==> config.mk <==
export PLATFORM = sky130hd
export DESIGN_NAME = uart_tx_arbiter
export DESIGN_NICKNAME = d
export VERILOG_FILES = /design/src/rtl/uart_tx_arbiter.sv
export SDC_FILE = /design/constraint.sdc
export NUM_CORES = 1
export LEC_CHECK = 0
export ABC_AREA = 1
export CAP_MARGIN = 20
export CORE_MARGIN = 2
export CORE_UTILIZATION = 30
export CTS_BUF_LIST = sky130_fd_sc_hd__clkbuf_8 sky130_fd_sc_hd__clkbuf_16
export DETAILED_ROUTE_END_ITERATION = 7
export GPL_TIMING_DRIVEN = 0
export SYNTH_ARGS = -nofsm -noshare
export SYNTH_HDL_FRONTEND = slang
export SYNTH_SLANG_ARGS = --single-unit
export TNS_END_PERCENT = 30
==> constraint.sdc <==
create_clock -name clk -period 4.1 [get_ports clk]
set_input_delay 0.41 -clock clk [delete_from_list [all_inputs] [get_ports clk]]
set_output_delay 0.41 -clock clk [all_outputs]
set_load 0.005 [all_outputs]
==> src/rtl/uart_tx_arbiter.sv <==
// uart_tx_arbiter
//   Round-robin arbiter that shares one 8N1 UART transmit line among NREQ
//   byte requesters. A granted byte goes out as start bit, 8 data bits LSB
//   first, and a stop bit. Each bit is held for CLKS_PER_BIT clocks.
// Ports
//   clk, rst  : rising-edge clock, synchronous active-high reset
//   req       : per-requester "byte ready", held until the matching ack
//   data_in   : byte of requester i on data_in[8*i +: 8]
//   ack       : one-cycle pulse, byte of requester i captured
//   grant_id  : requester whose frame is on tx (holds while idle)
//   busy      : high from the start bit through the stop bit
//   tx        : serial output, idles high
module uart_tx_arbiter #(
  parameter int NREQ         = 4,
  parameter int CLKS_PER_BIT = 16,
  parameter int IDW          = 2
) (
  input  logic              clk,
  input  logic              rst,
  input  logic [NREQ-1:0]   req,
  input  logic [8*NREQ-1:0] data_in,
  output logic [NREQ-1:0]   ack,
  output logic [IDW-1:0]    grant_id,
  output logic              busy,
  output logic              tx
);

  localparam int CW = $clog2(CLKS_PER_BIT);

  typedef enum logic [1:0] {IDLE, START, DATA, STOP} state_t;

  state_t          state_q, state_d;
  logic [CW-1:0]   cnt_q, cnt_d;
  logic [2:0]      bit_q, bit_d;
  logic [7:0]      shift_q, shift_d;
  logic [IDW-1:0]  ptr_q, ptr_d;
  logic [IDW-1:0]  gid_q, gid_d;
  logic [NREQ-1:0] ack_q, ack_d;
  logic            busy_q, busy_d;
  logic            tx_q, tx_d;

  logic [IDW-1:0]  win;
  logic            found;
  logic            last_cyc;
  logic            arb;

  // Round-robin search: first requester at or above the pointer, wrapping.
  always_comb begin
    win   = '0;
    found = 1'b0;
    for (int k = 0; k < NREQ; k++) begin
      if (!found && req[(int'(ptr_q) + k) % NREQ]) begin
        found = 1'b1;
        win   = IDW'((int'(ptr_q) + k) % NREQ);
      end
    end
  end

  assign last_cyc = (cnt_q == CW'(CLKS_PER_BIT - 1));
  // Arbitrating on the last stop cycle lets the next start bit follow with
  // no idle gap.
  assign arb = found && ((state_q == IDLE) || (state_q == STOP && last_cyc));

  always_comb begin
    state_d = state_q;
    cnt_d   = cnt_q;
    bit_d   = bit_q;
    shift_d = shift_q;
    ptr_d   = ptr_q;
    gid_d   = gid_q;
    ack_d   = '0;
    busy_d  = busy_q;
    tx_d    = tx_q;

    if (state_q != IDLE) cnt_d = last_cyc ? '0 : cnt_q + 1'b1;

    case (state_q)
      IDLE: ;
      START: begin
        if (last_cyc) begin
          state_d = DATA;
          bit_d   = '0;
          tx_d    = shift_q[0];
        end
      end
      DATA: begin
        if (last_cyc) begin
          if (bit_q == 3'd7) begin
            state_d = STOP;
            tx_d    = 1'b1;
          end else begin
            // tx is registered, so present the following bit one step early.
            bit_d   = bit_q + 3'd1;
            shift_d = shift_q >> 1;
            tx_d    = shift_q[1];
          end
        end
      end
      STOP: begin
        if (last_cyc) begin
          state_d = IDLE;
          busy_d  = 1'b0;
          tx_d    = 1'b1;
        end
      end
      default: state_d = IDLE;
    endcase

    if (arb) begin
      state_d = START;
      cnt_d   = '0;
      shift_d = data_in[8*int'(win) +: 8];
      gid_d   = win;
      ack_d   = NREQ'(1) << win;
      ptr_d   = (int'(win) == NREQ - 1) ? '0 : win + 1'b1;
      tx_d    = 1'b0;
      busy_d  = 1'b1;
    end
  end

  always_ff @(posedge clk) begin
    if (rst) begin
      state_q <= IDLE;
      cnt_q   <= '0;
      bit_q   <= '0;
      shift_q <= '0;
      ptr_q   <= '0;
      gid_q   <= '0;
      ack_q   <= '0;
      busy_q  <= 1'b0;
      tx_q    <= 1'b1;
    end else begin
      state_q <= state_d;
      cnt_q   <= cnt_d;
      bit_q   <= bit_d;
      shift_q <= shift_d;
      ptr_q   <= ptr_d;
      gid_q   <= gid_d;
      ack_q   <= ack_d;
      busy_q  <= busy_d;
      tx_q    <= tx_d;
    end
  end

  assign ack      = ack_q;
  assign grant_id = gid_q;
  assign busy     = busy_q;
  assign tx       = tx_q;

endmodule

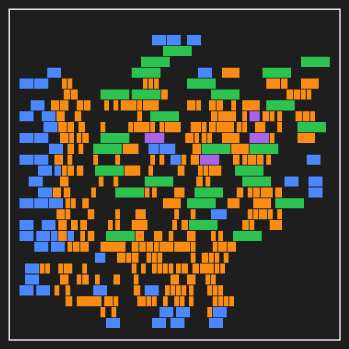
Fig. 1. Cell classes on the final placement (run 1).
(4 px per um)
| colour | class | cells | share of their area |
|---|---|---|---|
| orange | remaining logic cells | 233 | 53% |
| purple | clock drivers and dummy loads | 4 | 2.1% |
| green | sequential cells | 27 | 23% |
| blue | remaining buffers and delay cells | 53 | 22% |
Std-Cell Rows: 28
sequential share of cell area: 22.2%
final core area utilization: 41.1%

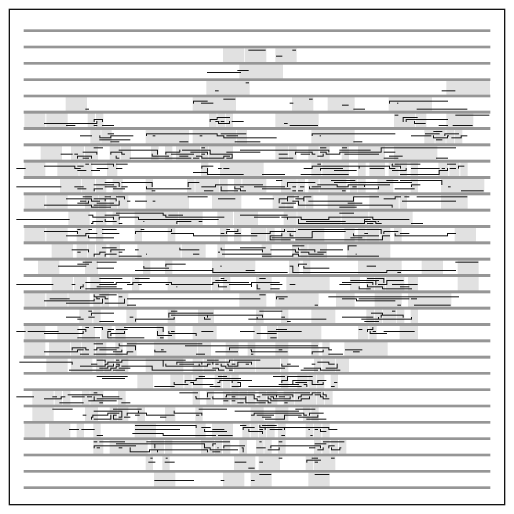
Fig. 2. M1 wires (run 1).
(6 px per um) Supply wires on this layer in grey.
nets with wire on the layer: 323
longest straight run: 22.1 um
wire length on this layer: 2170 um
main direction: horizontal
met1 Use GR: 16.6%
Post-Route WL: 4560 um
Via Count: 1832

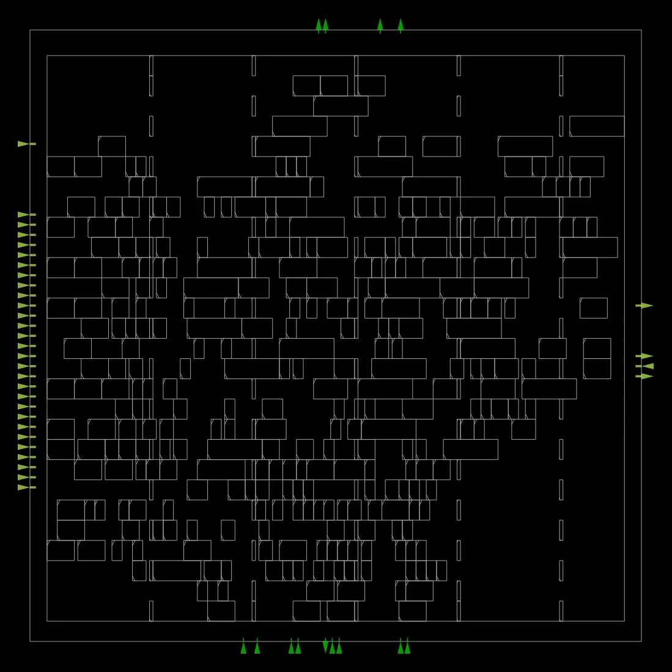
Fig. 3. Cell placement (run 1).
Tapcells: 75
FFs & Latches: 27
Core Region: 5920 um2
fillers: 624

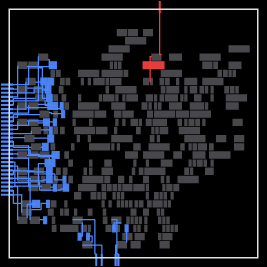
Fig. 4. Nets reached from selected ports (run 1).
(3 px per um)
| colour | port | bits | direction | edge | end cells | buffers | wire |
|---|---|---|---|---|---|---|---|
| red | `tx` | 1 | output | top | 1 | 1 | 28.5 um |
| blue | `data_in` | 32 | input | 28 left, 4 bottom | 32 | 32 | 499 um |
IO Pins: 46
I/O Buffers: 45

==> summary.txt, run 1 <==
run results: Signal buf overhead 21.0%, Syn Nets 316, XORs/XNORs by Area 1.43%, most instantiated logic cells after routing nand2_1, clkdlybuf4s50_1, nand3_1, worst reg2reg path endpoint shift_q[4], FMAX 441 MHz, clock root buffer clkbuf_8, antenna-violating nets left 0, and+or+nand+nor area frac 41.8%, Clock Power 0.156 mW, pre-CTS setup slack 1.63 ns, H-Tree Level Count 1, Unique cell types 30, DRT iter0 DRCs 121, reg2reg start state_q[0], dpl hpwl 3550 um, Vias/cell 4.67, final hold vios 0, RD Place Congestion 0.864, cell with the most instances after synthesis nand2_1, Hold Buf Count CTS 0, Die Y 82.3 um, CP endpoint kind register, top cell type's share of synthesized area 29.4%, Yosys chip area 1840 um2, Worst-Skew Late Latency 0.28 ns, Post-Syn Instances 268, crit-path max FO 8, Leading power group combinational cells, mux contribution to synthesized area 4.28%, largest class multi-input combinational cells, reg2reg setup slack 1.83 ns, outcome completed, Syn Area/Cell 6.87 um2, fin nets 366, Area contributors post-synth dfxtp_1, nand2_1, nand3_1, Worst slew margin 60.5%, Pins Over Slew Limit 0, Critical Path Most Common Cell inv_1, largest area contributor in the netlist dfxtp_1, Final Setup Violations 0, largest delay contributor family on the critical path simple AND/OR/NAND/NOR gates, register share after synthesis 29.4%, pin count of the biggest net entering global routing 17, sequential power share 26.2%, Yosys Instances 268, Synth-to-Final Area Change 32.2%, Buf+Inv Stages, Crit Path 3, sequential group power 0.391 mW, slowest cell on the critical path nor2_1, asr flop ratio synth 0%, Largest logic family simple AND/OR/NAND/NOR gates, antenna violations before repair 0, crit path capture shift_q[4], Register Area 541 um2, vias in the first global route 1721, adder share 6.80%, Comb pwr share 63.3%, Min-Delay Path Class register to register, OpenROAD warnings 31, Total Neg Setup Slack 0 ns, CP startpoint state_q[0], clk sinks 27, Max stage delay on crit path 0.47 ns, min-delay src grant_id[1], maximum vdd drop 0.000246 V, pwr dens 612 nW/um2, top cells by count, synth nand2_1, nand3_1, dfxtp_1, inv_1, nand4_1, Worst EP arrival 2.45 ns, Hold Path End grant_id[1], routed len/inst 11.6 um, antenna cell count 0, number of clock buffers in the layout 3, ys flop type dfxtp_1, share of cells above drive strength 1 12.6%, first-pass GRT wire length 7310 um, Die Size 6780 um2, ClkCell Share 2.01%
run 1: state kept, by name, summed over array words and instances (netlist names):
register  count
ack           4
bit_q         3
busy          1
cnt_q         4
grant_id      2
ptr_q         2
shift_q       8
state_q       2
tx            1
run 1: per-stage QoR:
stage	std cells	cell area, um2	hold slack (ns)	total power [mW]	util (%)
3_5_place_dp	388	2380	0.451	1.34	40.3
3_3_place_gp	388	2380	0.451	1.33	40.3
6_report	392	2430	0.460	1.49	41.1
2_1_floorplan	268	1840	0.442	1.07	-
5_1_grt	392	2430	0.491	1.63	41.1
4_1_cts	392	2430	0.468	1.51	41.1
run 1: metal layers:
metal / part of all wire, % / wire length (um)
met5: 0 / 0
met4: 0.42 / 19
met3: 4.7 / 213
met2: 47 / 2150
met1: 48 / 2170
## Run 2: what changed since run 1
- clock period: 4.1 -> 2.15 ns (I/O delays scaled with it)
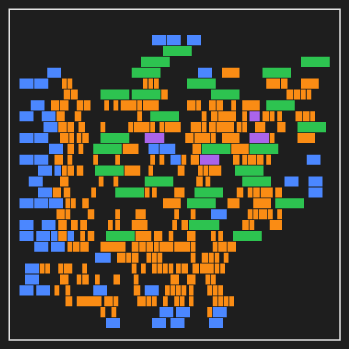
Fig. 5. Cell classes on the final placement (run 2).
(4 px per um)
| colour | class | cells | share of their area |
|---|---|---|---|
| green | sequential cells | 27 | 23% |
| blue | remaining buffers and delay cells | 53 | 22% |
| purple | clock drivers and dummy loads | 4 | 2.1% |
| orange | remaining logic cells | 233 | 53% |
sequential share of cell area: 22.1%
post-route cell area: 2450 um2
final core area utilization: 41.4%

==> summary.txt, run 2 <==
run results: top cells by count, synth nand2_1, nand3_1, dfxtp_1, inv_1, nand4_1, routed len/inst 11.5 um (-0.70%), Final Non-Filler Cells 392 (unchanged), sequential group power 0.746 mW (+91%), share of cells above drive strength 1 13.9% (+1.3 points), post-CTS resize count 1, Syn Std Cell Area 1840 um2, cell with the most instances after synthesis nand2_1, Hold Path End grant_id[1], routing usage on met3 3.59%, Switch Pwr 1.34 mW, CTS Buffer Depth 2, Clock Power 0.296 mW (+90%), min-delay src grant_id[1], Largest logic family simple AND/OR/NAND/NOR gates, pin count of the biggest net entering global routing 17 (unchanged), reg2reg start ptr_q[0], Worst-Skew Late Latency 0.27 ns (about the same), sequential power share 26.1% (about the same), Tightest Pin Transition 0.346 ns, clk sinks 27 (unchanged), largest area contributor in the netlist dfxtp_1, ClkCell Share 1.99% (-0.016 points), vias in the first global route 1730 (+0.52%), Final Setup Violations 0 (unchanged), CP startpoint kind register, adder share 6.80% (unchanged), antenna cell count 0 (unchanged), H-Tree Level Count 1 (unchanged), Die Y 82.3 um (unchanged), maximum vdd drop 0.000467 V (+90%), CP endpoint kind register, reg2reg setup slack 0.19 ns (-1.65 ns), pwr dens 1170 nW/um2 (+90%), Leading power group combinational cells, asr flop ratio synth 0% (unchanged), Post-Syn Instances 268 (unchanged), Largest register FFs 8 (unchanged), Comb pwr share 63.6% (+0.3 points), Min-Delay Path Class register to register, CTS Buf Count 3, GR Util met2 25.1%, Total Neg Setup Slack 0 ns (unchanged), top cell type's share of synthesized area 29.4% (unchanged), first-pass GRT wire length 7330 um (+0.37%), Pleak 1.13 nW, Vias/cell 4.71 (+0.87%), IO Pins 46 (unchanged), Internal 1.53 mW, Pins Over Slew Limit 0 (unchanged), Yosys Instances 268 (unchanged), FMAX 509 MHz (+15%), hold slack 0.460 ns (+0.000353 ns), Tapcells 75 (unchanged), antenna violations before repair 0 (unchanged), Syn Area/Cell 6.87 um2 (unchanged), Unique cell types 30 (unchanged), Core Region 5920 um2 (unchanged), most instantiated logic cells after routing nand2_1, clkdlybuf4s50_1, nand3_1, clock root buffer clkbuf_8, OpenROAD warnings 31 (unchanged), DRC errors left 0, Signal buf overhead 21.0% (about the same), worst reg2reg path endpoint ptr_q[1], Std-Cell Rows 28 (unchanged), crit path capture ptr_q[1], final hold vios 0 (unchanged), dpl hpwl 3550 um (unchanged), fin nets 366 (unchanged), Register Area 542 um2 (+0.23%), Yosys chip area 1840 um2 (unchanged), largest class multi-input combinational cells, Area contributors post-synth dfxtp_1, nand2_1, nand3_1, Biggest register shift_q, CTS tree built, register share after synthesis 29.4% (unchanged), CP startpoint ptr_q[0], total power 2.86 mW (+92%), fillers 622 (-0.32%), dpl cells 388 (unchanged), ys flop type dfxtp_1, and+or+nand+nor area frac 41.8% (unchanged), Die Size 6780 um2 (unchanged), Worst slew margin 76.7% (+16 points), number of clock buffers in the layout 3 (unchanged), outcome completed, Post-Route WL 4530 um (-0.70%), XORs/XNORs by Area 1.43% (unchanged), I/O Buffers 45 (unchanged), crit-path max FO 10 (+2), Non-CTS inverters 31, Ys Warns 0, Syn Nets 316 (unchanged), Switching Fraction 46.7%, mux contribution to synthesized area 4.28% (unchanged), Clock power frac 10.3%, drt first pass iters 4, Die Wd 82.3 um, RD Place Congestion 0.864 (unchanged), hold depth 2, Hold Buf Count CTS 0 (unchanged), DRT iter0 DRCs 86 (-29%), r2r worst-path depth 11, flip-flops with a built-in enable 0, antenna-violating nets left 0 (unchanged), Final Skew 0.00320 ns, Synth-to-Final Area Change 33.3%, FFs & Latches 27 (unchanged), met1 Use GR 16.6% (unchanged), Worst EP arrival 2.14 ns (-0.31 ns), Via Count 1848 (+0.87%), maxcap violations 0
run 2: critical path, cell delays in order, from the launching register on:
cell     delay, ns
dfxtp_1       0.37
buf_6         0.16
nand2_2       0.06
nand3_1       0.12
nand2_2       0.09
nor2_4        0.17
nand3_4       0.18
nand3_4       0.19
inv_1         0.12
ha_1          0.29
nand2_1       0.06
o21ai_1       0.05
run 2: stage by stage:
step	utilization, %	setup WS [ns]	area [um2]
6_report	41.4	0.186	2450
3_5_place_dp	40.3	-0.126	2380
5_1_grt	41.4	0.0160	2450
4_1_cts	41.1	0.0443	2440
2_1_floorplan	-	0.246	1840
3_3_place_gp	40.3	-0.111	2380
run 2: layer usage:
metal | routed length [um] | up-vias
met5 | 0 | -
met4 | 19 | 0
met2 | 2160 | 47
met1 | 2110 | 816
li1 | - | 983
met3 | 236 | 2
Power is estimated from default activity; no workload was simulated.
